==> config.mk <==
export PLATFORM = sky130hd
export DESIGN_NAME = soc_system_pio_event_capture
export DESIGN_NICKNAME = d
export VERILOG_FILES = /design/src/rtl/soc_pio_pkg.sv /design/src/rtl/soc_pio_sync_edge.sv /design/src/rtl/soc_system_pio_event_capture.sv
export SDC_FILE = /design/constraint.sdc
export NUM_CORES = 1
export LEC_CHECK = 0
export CORE_MARGIN = 2
export CORE_UTILIZATION = 59
export CTS_CLUSTER_DIAMETER = 100
export DETAILED_ROUTE_END_ITERATION = 8
export PLACE_DENSITY_LB_ADDON = 0.05
export SYNTH_ARGS = -nofsm -noshare
export SYNTH_HDL_FRONTEND = slang
export SYNTH_HIERARCHICAL = 1
export SYNTH_SLANG_ARGS = --single-unit
==> constraint.sdc <==
create_clock -name clk -period 11.85 [get_ports clk]
set_clock_uncertainty 0.2 [all_clocks]
set_input_delay 2.37 -clock clk [delete_from_list [all_inputs] [get_ports clk]]
set_output_delay 2.37 -clock clk [all_outputs]
set_load 0.05 [all_outputs]
**Run 1: routed metal, one colour a layer**

The bar under the picture is 50 um long.
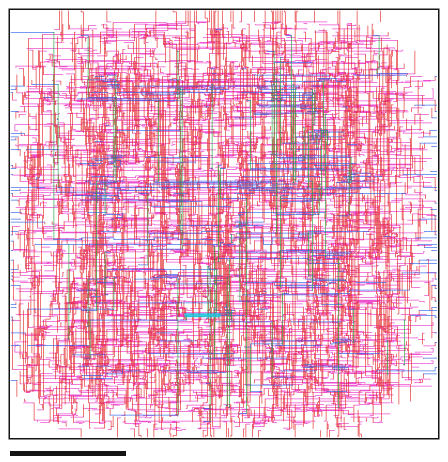
legend:
  metal 3:
    colour: blue
    wire_length: 3,950 um
  metal 1:
    colour: magenta
    wire_length: 22.7 mm
  metal 5:
    colour: cyan
    wire_length: 13.8 um
  metal 4:
    colour: green
    wire_length: 2,080 um
  metal 2:
    colour: red
    wire_length: 24.3 mm
DR vias: 13,400
global-route usage over all layers: 0.323
Post-Route WL: 53,000 um
drt wl/cell: 25.7 um

**Run 1: metal 4**

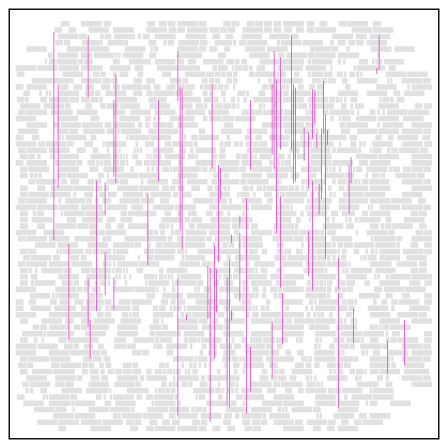
nets with wire on the layer: 40
main direction: vertical
wire length on this layer: 2,080 um
share of all routed wire: 3.9%

**Run 1: clock distribution**

The bar under the picture is 50 um long.
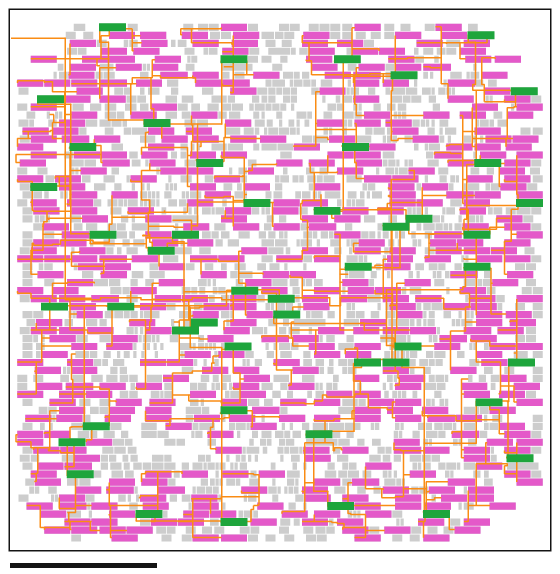
legend:
  clock wires:
    colour: orange
    length: 5,280 um
  clock drivers:
    colour: green
    count: 47
  flip-flops:
    colour: magenta
    count: 468
routed clock nets: 48
Clk pwr share: 0.369
P_clk: 1.51 mW

**Run 1: track usage over the die**

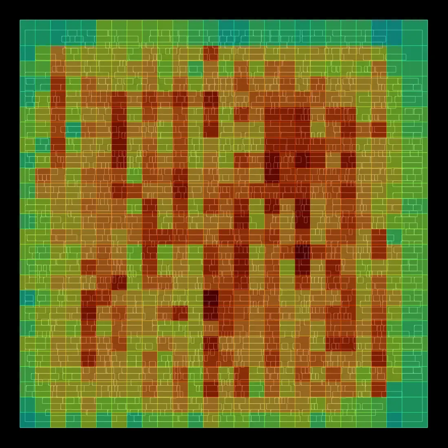
met1 usage: 0.463
Core Util, Final: 0.700

==> results.toml <==
# yosys + openroad results
[layout]
drive_gt1_frac = 0.181
seq_area_um2 = 11800
areaGrowthSynthToFinish_pct = 16.0
fillers = 2226
nNetsFinal = 1706
diodes = 0

[global_routing]
grt_start_max_net_pins = 125
grt_pass1_vias = 13400
grt_pass1_wl_um = 81900
grt-ovfl-total = 0
antenna_found_initial = 1

[worst_setup_path]
crit_slowest_cell = "clkdlybuf4s50_1"
r2r_setup_slack_ns = 7.13
worstPathArrival_ns = 7.18
critPathMaxStageDelay_ns = 0.99
critical_path_class = "in -> reg"
path_common_cell = "buf_4"
start_kind = "input pin"
cp-end-kind = "flop"
cp.depth = 10
cpLargestDelayFamily = "simple AND/OR/NAND/NOR gates"
crit_buf_inv = 3
cp_cell_sequence = "clkdlybuf4s50_1 -> and4bb_1 -> buf_4 -> nand2_2 -> o21ai_0 -> nand4_1 -> nor4_2 -> nand4_2 -> buf_4 -> mux2_1"

[timing]
fmax_mhz = 144
fin_setup_tns_ns = 0
hold_viol = 0
finalSetupViolCount = 0
setup_ws_ns = 4.90
fin_crit_sh = 0.587
report.final.slew_viol_count = 0
rsz0062_at_grt = "false"
fin_crit_ns = 6.95

[clock_tree]
post_cts_buffers = 0
clock_latency_ns = 0.56
clkSlewWorstSetupHoldPaths_ns = 0.06
cts_made_buffers = 47
ctsResizeCount = 0
clk_path_buf_depth = 3
cts_tree = "done"
postCtsHoldBufs = 0
cts.root.buffer_cell = "clkbuf_16"
clock_sinks = 468

[synth]
ys_ff = 468
xor_share = 0.0188
top_area_cell = "dfrtp_1"
fp_nets = 1603
ys.flop_type = "dfrtp_1"
ys_top_logic_family = "AND-OR/OR-AND gates"
synth_area_per_cell_um2 = 12.5
edf_count = 0
synthesis.area_um2 = 19100
mux_share = 0.0954
synth_cell_types = 55
netlist_instances = 1526
ys_cells = 1526
yosysSeqAreaShare = 0.614
yosysTopAreaCellShare = 0.570
synth-async-reset-ratio = 1.00
yosysWarnings = 6
area_leaders = "dfrtp_1, mux2_2, a22oi_1"
fa_ha_area_frac = 0.00327

[run]
drv_cap = 0
tool_warnings = 29

[route]
detail-route-antenna-nets = 0
drc = 0
via_per_inst = 6.49
firstDrtPassIters = 6

[die]
fp_util = 0.603
die_w_um = 184
die_y_um = 184
pin_count = 137
num_rows = 65

[power]
p_leak_nw = 9.99
power.density_nw_per_um2 = 185
peakVddDrop_mv = 0.131

[placement]
pre_cts_ws_ns = 4.47
dp_hpwl_um = 34200
place.gp.congestion = 0.854

[worst_hold_path]
hp-class = "reg -> reg"
hold_depth = 0

[outcome]
status = "completed"
run 1: power breakdown:
group	total (mW)	switching, mW	internal, mW
Sequential	1.98	0.178	1.80
Combinational	0.612	0.361	0.251
Clock	1.51	0.607	0.905
Total	4.10	1.15	2.95
run 1: final cells by class:
| type | count | share of cell area |
|---|---|---|
| repair buffers | 161 | 0.0698 |
| inverters | 24 | 0.00462 |
| multi-input cells | 927 | 0.302 |
| clock buffers | 71 | 0.0635 |
| well taps | 402 | 0.0227 |
| flip-flops and latches | 468 | 0.530 |
| clock inverters | 14 | 0.00767 |
run 1: placed cells by master (no fill, tap or decap), types with 10 or more instances in the layout:
cell type	instances
nand3_1	32
a22o_1	62
buf_4	25
xnor2_1	28
dfstp_2	32
inv_1	22
nand2_1	169
clkbuf_1	12
mux2_4	30
clkinv_2	10
o21ai_0	93
and3b_1	28
dfrtp_1	436
clkdlybuf4s50_1	136
clkbuf_16	49
a222oi_1	11
nand4_1	37
nor2_1	53
xor2_1	13
a221oi_1	32
a22oi_1	117
mux2_2	113
clkbuf_8	10
run 1: through the flow:
stage | instance area, um2 | std cells | power, mW | hold slack (ns) | utilization
2_1_floorplan | 19100 | 1526 | 2.34 | 0.131 | -
3_3_place_gp | 20600 | 1982 | 2.59 | 0.132 | 0.650
3_5_place_dp | 20600 | 1982 | 2.60 | 0.135 | 0.650
4_1_cts | 22200 | 2067 | 4.12 | 0.148 | 0.700
5_1_grt | 22200 | 2067 | 4.25 | 0.150 | 0.700
6_report | 22200 | 2067 | 4.10 | 0.146 | 0.700
run 1: routing by layer:
layer,GRT usage,share of wire,vias up
met5,0,0.00025,-
met3,0.0513,0.074,154
met4,0.128,0.039,2
li1,-,-,5767
met1,0.463,0.43,6862
met2,0.498,0.46,630
No activity file was given, so power comes from the tool's default toggle rates.
